**src/rtl/dec1_fwd_stage.sv**
```systemverilog
// dec1_fwd_stage: operand forwarding/qualification with valid/ready handshake, load-use stall, flush and stall counter
module dec1_fwd_stage #(
  parameter int XLEN        = 32,
  parameter int NB_FF       = 3,
  parameter int CTRL_W      = 32,
  parameter int STALL_CNT_W = 16
) (
  input  logic                     clk,
  input  logic                     reset,
  input  logic                     in_valid_i,
  output logic                     in_ready_o,
  input  logic [XLEN-1:0]          pc_i,
  input  logic                     rd_v_i,
  input  logic [4:0]               rd_adr_i,
  input  logic                     rs1_v_i,
  input  logic [4:0]               rs1_adr_i,
  input  logic [XLEN-1:0]          rs1_data_i,
  input  logic                     rs2_v_i,
  input  logic [4:0]               rs2_adr_i,
  input  logic [XLEN-1:0]          rs2_data_i,
  input  logic                     rs1_is_imm_i,
  input  logic                     rs2_is_imm_i,
  input  logic                     auipc_i,
  input  logic [XLEN-1:0]          imm_i,
  input  logic                     unsign_i,
  input  logic                     clear_i,
  input  logic                     ca2_i,
  input  logic [CTRL_W-1:0]        ctrl_i,
  input  logic [NB_FF-1:0]         ff_v_i,
  input  logic [5*NB_FF-1:0]       ff_adr_i,
  input  logic [NB_FF-1:0]         ff_rdy_i,
  input  logic [XLEN*NB_FF-1:0]    ff_data_i,
  input  logic                     flush_i,
  output logic                     out_valid_o,
  input  logic                     out_ready_i,
  output logic [XLEN-1:0]          pc_o,
  output logic                     rd_v_o,
  output logic [4:0]               rd_adr_o,
  output logic [XLEN:0]            rs1_q_o,
  output logic [XLEN:0]            rs2_q_o,
  output logic [XLEN-1:0]          imm_o,
  output logic [CTRL_W-1:0]        ctrl_o,
  output logic [STALL_CNT_W-1:0]   stall_cnt_o
);
  logic [XLEN-1:0]        sel1, sel2, op1, op2;
  logic [XLEN:0]          e2, rs1_d, rs2_d;
  logic                   hz1, hz2, hz, adv, accept;
  logic                   out_valid_q, rd_v_q;
  logic [XLEN-1:0]        pc_q, imm_q;
  logic [4:0]             rd_adr_q;
  logic [XLEN:0]          rs1_q, rs2_q;
  logic [CTRL_W-1:0]      ctrl_q;
  logic [STALL_CNT_W-1:0] stall_q;
  // Scan from the oldest source down so the youngest matching source wins.
  always_comb begin
    sel1 = rs1_adr_i == 5'd0 ? '0 : rs1_data_i;
    sel2 = rs2_adr_i == 5'd0 ? '0 : rs2_data_i;
    hz1  = 1'b0;
    hz2  = 1'b0;
    for (int i = NB_FF - 1; i >= 0; i--) begin
      if (rs1_v_i && rs1_adr_i != 5'd0 && ff_v_i[i] && ff_adr_i[5*i +: 5] == rs1_adr_i) begin
        sel1 = ff_data_i[XLEN*i +: XLEN];
        hz1  = ~ff_rdy_i[i];
      end
      if (rs2_v_i && rs2_adr_i != 5'd0 && ff_v_i[i] && ff_adr_i[5*i +: 5] == rs2_adr_i) begin
        sel2 = ff_data_i[XLEN*i +: XLEN];
        hz2  = ~ff_rdy_i[i];
      end
    end
  end
  always_comb begin
    op1   = (rs1_v_i ? sel1 : '0) | (rs1_is_imm_i ? imm_i : '0) | (auipc_i ? pc_i : '0);
    op2   = (rs2_v_i ? sel2 : '0) | (rs2_is_imm_i ? imm_i : '0);
    rs1_d = {~unsign_i & op1[XLEN-1], clear_i ? ~op1 : op1};
    e2    = {~unsign_i & op2[XLEN-1], op2};
    rs2_d = ca2_i ? ~e2 + (XLEN+1)'(1) : e2;
  end
  assign hz         = hz1 | hz2;
  assign adv        = ~out_valid_q | out_ready_i;
  assign in_ready_o = flush_i | (adv & ~hz);
  assign accept     = in_valid_i & in_ready_o & ~flush_i;
  always_ff @(posedge clk) begin
    if (reset) begin
      out_valid_q <= 1'b0;
      pc_q        <= '0;
      rd_v_q      <= 1'b0;
      rd_adr_q    <= '0;
      rs1_q       <= '0;
      rs2_q       <= '0;
      imm_q       <= '0;
      ctrl_q      <= '0;
      stall_q     <= '0;
    end else begin
      if (accept) begin
        out_valid_q <= 1'b1;
        pc_q        <= pc_i;
        rd_v_q      <= rd_v_i;
        rd_adr_q    <= rd_adr_i;
        rs1_q       <= rs1_d;
        rs2_q       <= rs2_d;
        imm_q       <= imm_i;
        ctrl_q      <= ctrl_i;
      end else if (out_ready_i | flush_i) begin
        out_valid_q <= 1'b0;
      end
      if (in_valid_i & hz & ~flush_i & adv & ~&stall_q)
        stall_q <= stall_q + STALL_CNT_W'(1);
    end
  end
  assign out_valid_o = out_valid_q;
  assign pc_o        = pc_q;
  assign rd_v_o      = rd_v_q;
  assign rd_adr_o    = rd_adr_q;
  assign rs1_q_o     = rs1_q;
  assign rs2_q_o     = rs2_q;
  assign imm_o       = imm_q;
  assign ctrl_o      = ctrl_q;
  assign stall_cnt_o = stall_q;
endmodule

```
**config.mk**
```make
export PLATFORM = sky130hd
export DESIGN_NAME = dec1_fwd_stage
export DESIGN_NICKNAME = d
export VERILOG_FILES = /design/src/rtl/dec1_fwd_stage.sv
export SDC_FILE = /design/constraint.sdc
export NUM_CORES = 1
export LEC_CHECK = 0
export CAP_MARGIN = 20
export CORE_AREA = 2 2 192 194
export CTS_CLUSTER_SIZE = 25
export DETAILED_ROUTE_END_ITERATION = 10
export DIE_AREA = 0 0 194 196
export GPL_TIMING_DRIVEN = 1
export PLACE_DENSITY = 0.58
export SYNTH_ARGS = -nofsm -noshare
export SYNTH_HDL_FRONTEND = slang
export SYNTH_SLANG_ARGS = --single-unit
```
**constraint.sdc**
```tcl
create_clock -name clk -period 10 [get_ports clk]
set_input_delay 1.5 -clock clk [delete_from_list [all_inputs] [get_ports clk]]
set_output_delay 1.5 -clock clk [all_outputs]
set_load 0.005 [all_outputs]
```
Fig. 1: run 1, wiring by layer
Bar = 50 um.
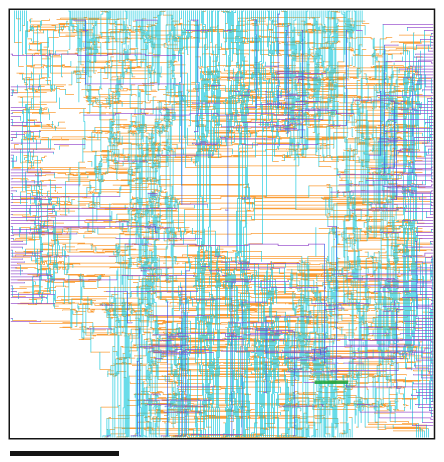
| layer | color | wire length |
|---|---|---|
| met4 | blue | 1380 um |
| met3 | purple | 4820 um |
| met2 | cyan | 25.8 mm |
| met1 | orange | 23.4 mm |
| met5 | green | 13.8 um |
Routed WL per cell: 23.8 um
via count: 12675
WL final: 55400 um
all-layer global routing usage: 28.1%

Fig. 2: run 1, clock wiring as the flow saved it
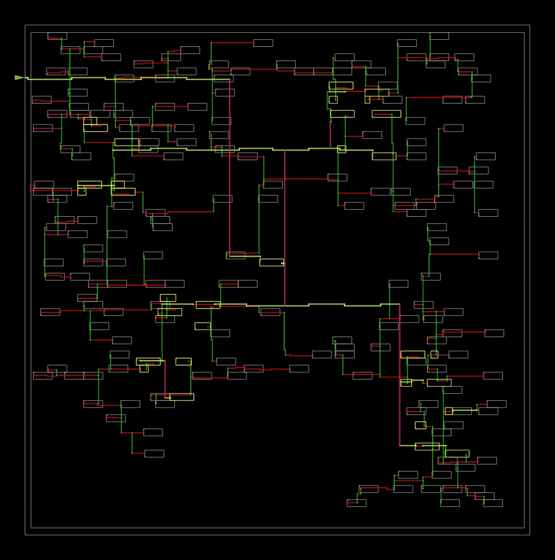
Num CTS Buffers: 17
CTS sink count: 185
Seq Cell Count: 185
Worst-Skew Late Latency: 450 ps

==> impl_metrics.ini, run 1 <==
; yosys + openroad results
[place]
hpwlAfterDp_um = 40900
port_buffers = 491
post-place-ws_ps = 3390
dp_cells = 2289
dpl-instance-area_um2 = 15800
place.gp.congestion = 0.965

[setup_path]
r2r-end = rs2_q_o[11]
r2r_setup_slack_ps = 7160
critPathRequiredTime_ps = 8500
r2r_start = out_valid_o
worstSetupPathType = input port to primary output
crit_end = in_ready_o
critPathMaxStageDelay_ps = 690
crit_top_cell = clkdlybuf4s50_1
critical_path.startpoint = rs2_adr_i[1]
cpMaxStageDelayCell = or3_1
worstSetupStartpointType = input port
crit_arrival_ps = 5160
crit_chain = clkdlybuf4s50_1 -> or4_4 -> o21ai_4 -> or3_1 -> buf_4 -> mux2i_1 -> o221a_2 -> a21o_1 -> clkdlybuf4s50_1
cp_top_family = buffers and inverters
crit_buf_inv = 3
cp-end-kind = primary output

[layout]
comb_cells = 1119
n_all_buffers = 508
antenna_cells = 4
mostFrequentLayoutCells = clkdlybuf4s50_1 (488), nand2_1 (375), dfxtp_1 (185)
lay_top_count = clkdlybuf4s50_1
fin_cells = 2325
area.growth.synth_to_final_pct = 55.0
nonClkBufAreaFrac_pct = 30.7
largest_class = multi-input combinational cells
nFillCells = 3681
drive_gt1_share_pct = 4.10
post-route-util_pct = 45.4
seq_share_pct = 22.6
nNetsFinal = 2148
comb-cell-share_pct = 39.1
non_clock_inverter_count = 9
fin_area_um2 = 16400
regArea_um2 = 3700

[floorplan]
die_area_um2 = 38000
fp_util_pct = 29.3
rows = 70
core_area_um2 = 36100
io_pins = 492
taps = 468
die_h_um = 196

[pwr]
power_w = 0.00201
p_leak_nw = 5.62
powerComb_w = 0.000503
seq_power_share_pct = 39.6
total_switching_power_w = 0.000607
power_density_nw_per_um2 = 122
p_int_w = 0.00140
power_top_consumer = registers

[timing]
tightestPinTransition_ps = 1020
clock.fmax_ghz = 0.150
slew_headroom_pct = 31.3
final.setup.worst_slack_ps = 3340
holdWs_ps = 450
finalSetupViolCount = 0
tns_ps = 0
fin_crit_sh_pct = 66.6
rsz0062_at_grt = false
drv_slew = 0
period_needed_ps = 6660
hold_viol = 0

[logic_synthesis]
yosysTopAreaCellShare_pct = 35.1
yosys.cell_types.count = 69
edf_count = 0
common_cells = nand2_1 (376), dfxtp_1 (185), a21oi_1 (167)
synth_xor_xnor_area_share_pct = 5.05
ys_async_sr_fraction_pct = 0
synth_area_per_cell_um2 = 7.35
aoi_share_pct = 27.8
adder_share_pct = 0.237
ff_type = dfxtp_1
fp_nets = 1745
largest_area_cell = dfxtp_1
synth_warnings = 0
ys_seq_share_pct = 35.1
yosysMostFrequentCell = nand2_1
synthMuxAreaShare_pct = 3.88
syn_inst = 1437
syn_area_um2 = 10600
ys_top_cells_by_area = dfxtp_1 (35%), nand2_1 (13%), a21oi_1 (7.9%)
ys_chip_area_um2 = 10600
numSynthFlops = 185
ys_sh_simple_pct = 23.1

[drt]
wl_met1_um = 23400
dr.first_iter.drc_count = 1184
drt_first_pass_iters = 7
drc = 0
via_per_inst = 5.45
antenna_left = 0
top_layer = met5
wl_met2_um = 25800
wl_met3_um = 4820

[clocking]
clkTransAtPathRegs_ps = 70
cts_tree = yes
cts_setup_buffers = 0
h-tree-depth = 4
ctsResizeCount = 0
ctsHoldBuffers = 0
clockBufferDepth = 2

[run]
tool_warnings = 29
drv_cap = 0

[grt]
grt_use_met1_pct = 36.4
grt_pass1_vias = 12083
use_met3_pct = 7.24
grt_max_degree = 103
top_usage_layer = met2
use_met2_pct = 45.6

[min_path]
hold_path_class = register to register
holdPathEnd = rs2_q_o[5]
min_path_cells = 2

[outcome]
status = complete, no violations
Fig. 3: run 1, clock network drawn from the DEF
Bar = 50 um.
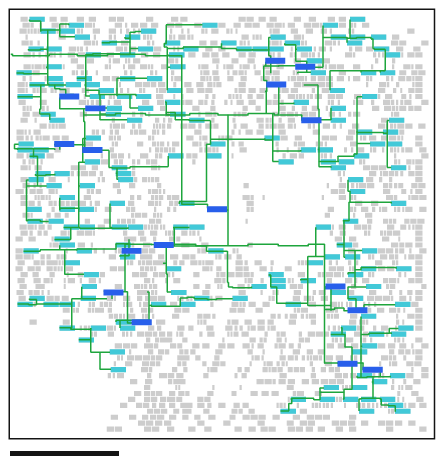
[flip-flops] cyan | count: 185
[clock wires] green | length: 2680 um
[cells driving clock nets] blue | count: 17
routed clock nets: 18
share of power burned in the clock network: 35.3%
Clk power: 0.000709 W
Final Skew: 7.25 ps

Fig. 4: run 1, register map, names as in the netlist
Other sequential cells in the stronger gray, the rest of the logic in the fainter gray.
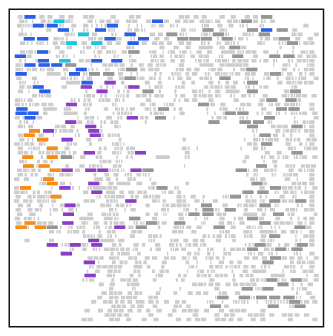

--- run 2 (diff from run 1) ---
--- a/config.mk
+++ b/config.mk
@@ -6,12 +6,12 @@
 export NUM_CORES = 1
 export LEC_CHECK = 0
 export CAP_MARGIN = 20
-export CORE_AREA = 2 2 192 194
+export CORE_AREA = 2 2 191 193
 export CTS_CLUSTER_SIZE = 25
 export DETAILED_ROUTE_END_ITERATION = 10
-export DIE_AREA = 0 0 194 196
+export DIE_AREA = 0 0 193 195
 export GPL_TIMING_DRIVEN = 1
-export PLACE_DENSITY = 0.58
+export PLACE_DENSITY = 0.6
 export SYNTH_ARGS = -nofsm -noshare
 export SYNTH_HDL_FRONTEND = slang
 export SYNTH_SLANG_ARGS = --single-unit
==> constraint.sdc (replaced) <==
create_clock -name clk -period 5.7 [get_ports clk]
set_input_delay 0.855 -clock clk [delete_from_list [all_inputs] [get_ports clk]]
set_output_delay 0.855 -clock clk [all_outputs]
set_load 0.005 [all_outputs]
Fig. 5: run 2, register map, names as in the netlist
Other sequential cells in the stronger gray, the rest of the logic in the fainter gray.
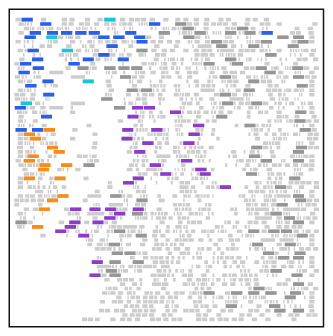
| signal | color | placed flops |
|---|---|---|
| `ctrl_o` | blue | 32 |
| `stall_cnt_o` | orange | 16 |
| `rs2_q_o` | purple | 33 |
| `rd_adr_o` | cyan | 5 |
not colored: 99
area occupied by registers: 3700 um2
Seq power: 0.00140 W
Seq/total area: 22.5%

==> run 2 against run 1 <==
Critical path depth is 1 lower; cell count increased by 0.13%; die size down 1.0%; critical endpoint unchanged; combinational power rose by 77%; cell area up 0.44%; non-clock buffer count up 8.
==> impl_metrics.ini, run 2 <==
; yosys + openroad results
[timing]
rsz0062_at_grt = false
period_needed_ps = 5010
slew_headroom_pct = 28.5
tightestPinTransition_ps = 1070
drv_slew = 0
finalSetupViolCount = 0
fin_crit_sh_pct = 87.9
clock_skew_ps = 10.2
hold_viol = 0
clock.fmax_ghz = 0.199
holdWs_ps = 451
tns_ps = 0
final.setup.worst_slack_ps = 687

[floorplan]
die_h_um = 195
io_pins = 492
fp_util_pct = 29.8
core_area_um2 = 35400
die_area_um2 = 37600
taps = 461
rows = 69

[setup_path]
critPathMaxStageDelay_ps = 640
critical_path.startpoint = rs2_adr_i[1]
cp_max_fo = 17
crit_end = in_ready_o
r2r-end = stall_cnt_o[9]
worstSetupPathType = input port to primary output
crit_arrival_ps = 4160
r2r_start = stall_cnt_o[8]
cpMaxStageDelayCell = or3_1
worstSetupStartpointType = input port
r2r_setup_slack_ps = 3040
cp.depth = 8
r2r.worst_path.cells = 9
crit_chain = clkdlybuf4s50_1 -> or4_4 -> o21ai_4 -> or3_1 -> mux2i_1 -> o221a_2 -> a21o_1 -> clkdlybuf4s50_1
cp-end-kind = primary output
cp_top_family = simple AND/OR/NAND/NOR gates
crit_buf_inv = 2
crit_top_cell = clkdlybuf4s50_1
critPathRequiredTime_ps = 4850

[drt]
dr.first_iter.drc_count = 1401
drc = 0
via_per_inst = 5.53
wl_met2_um = 24800
wl_met1_um = 22700
wl_um = 54900
top_layer = met5
wl_met3_um = 5730
drt_first_pass_iters = 6
antenna_left = 0

[grt]
top_usage_layer = met2
use_met2_pct = 44.3
track_usage_pct = 27.9
grt_use_met1_pct = 36.0
grt_pass1_vias = 12040
use_met3_pct = 8.02
grt_max_degree = 117

[layout]
drive_gt1_share_pct = 4.36
flops = 185
comb_cells = 1119
lay_top_count = clkdlybuf4s50_1
fin_area_um2 = 16500
post-route-util_pct = 46.5
non_clock_inverter_count = 9
n_all_buffers = 516
nFillCells = 3556
largest_class = multi-input combinational cells
mostFrequentLayoutCells = clkdlybuf4s50_1 (488), nand2_1 (375), dfxtp_1 (185)
antenna_cells = 9
area.growth.synth_to_final_pct = 55.7
nNetsFinal = 2156
comb-cell-share_pct = 38.9
nonClkBufAreaFrac_pct = 31.0
fin_cells = 2328

[logic_synthesis]
largest_area_cell = dfxtp_1
ys_sh_simple_pct = 23.1
ys_seq_share_pct = 35.1
synth_area_per_cell_um2 = 7.35
ys_top_cells_by_area = dfxtp_1 (35%), nand2_1 (13%), a21oi_1 (7.9%)
synthMuxAreaShare_pct = 3.88
fp_nets = 1745
aoi_share_pct = 27.8
syn_area_um2 = 10600
numSynthFlops = 185
yosysMostFrequentCell = nand2_1
edf_count = 0
ys_async_sr_fraction_pct = 0
synth_xor_xnor_area_share_pct = 5.05
yosysTopAreaCellShare_pct = 35.1
ff_type = dfxtp_1
ys_chip_area_um2 = 10600
yosys.cell_types.count = 69
common_cells = nand2_1 (376), dfxtp_1 (185), a21oi_1 (167)
synth_warnings = 0
syn_inst = 1437
adder_share_pct = 0.237

[clocking]
ctsResizeCount = 0
clkTransAtPathRegs_ps = 80
cts_tree = yes
cts-root-buf = clkbuf_16
clock-sinks = 185
clk_latency_ps = 460
h-tree-depth = 4
clockBufferDepth = 2
numCtsBuffers = 17
ctsHoldBuffers = 0
cts_setup_buffers = 0

[place]
place.gp.congestion = 1.01
hpwlAfterDp_um = 42100
port_buffers = 491
dpl-instance-area_um2 = 15800
post-place-ws_ps = 613
dp_cells = 2290

[min_path]
hold_path_class = register to register
holdPathEnd = rs1_q_o[15]
min_path_cells = 2

[run]
tool_warnings = 28
drv_cap = 0

[pwr]
clk-power_w = 0.00127
vdd_drop_max_uv = 229
comb_power_share_pct = 25.1
p_int_w = 0.00253
power_top_consumer = registers
power_density_nw_per_um2 = 216
power_w = 0.00356
p_clk_share_pct = 35.7
powerComb_w = 0.000891
seq_power_share_pct = 39.3
total_switching_power_w = 0.00102
p_leak_nw = 5.67

[outcome]
status = complete, no violations
Fig. 6: run 2, wiring by layer
Bar = 50 um.
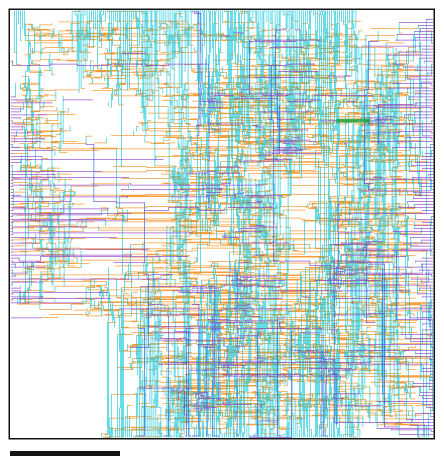
via count: 12868
Routed WL per cell: 23.6 um

Power and IR drop assume default switching activity.
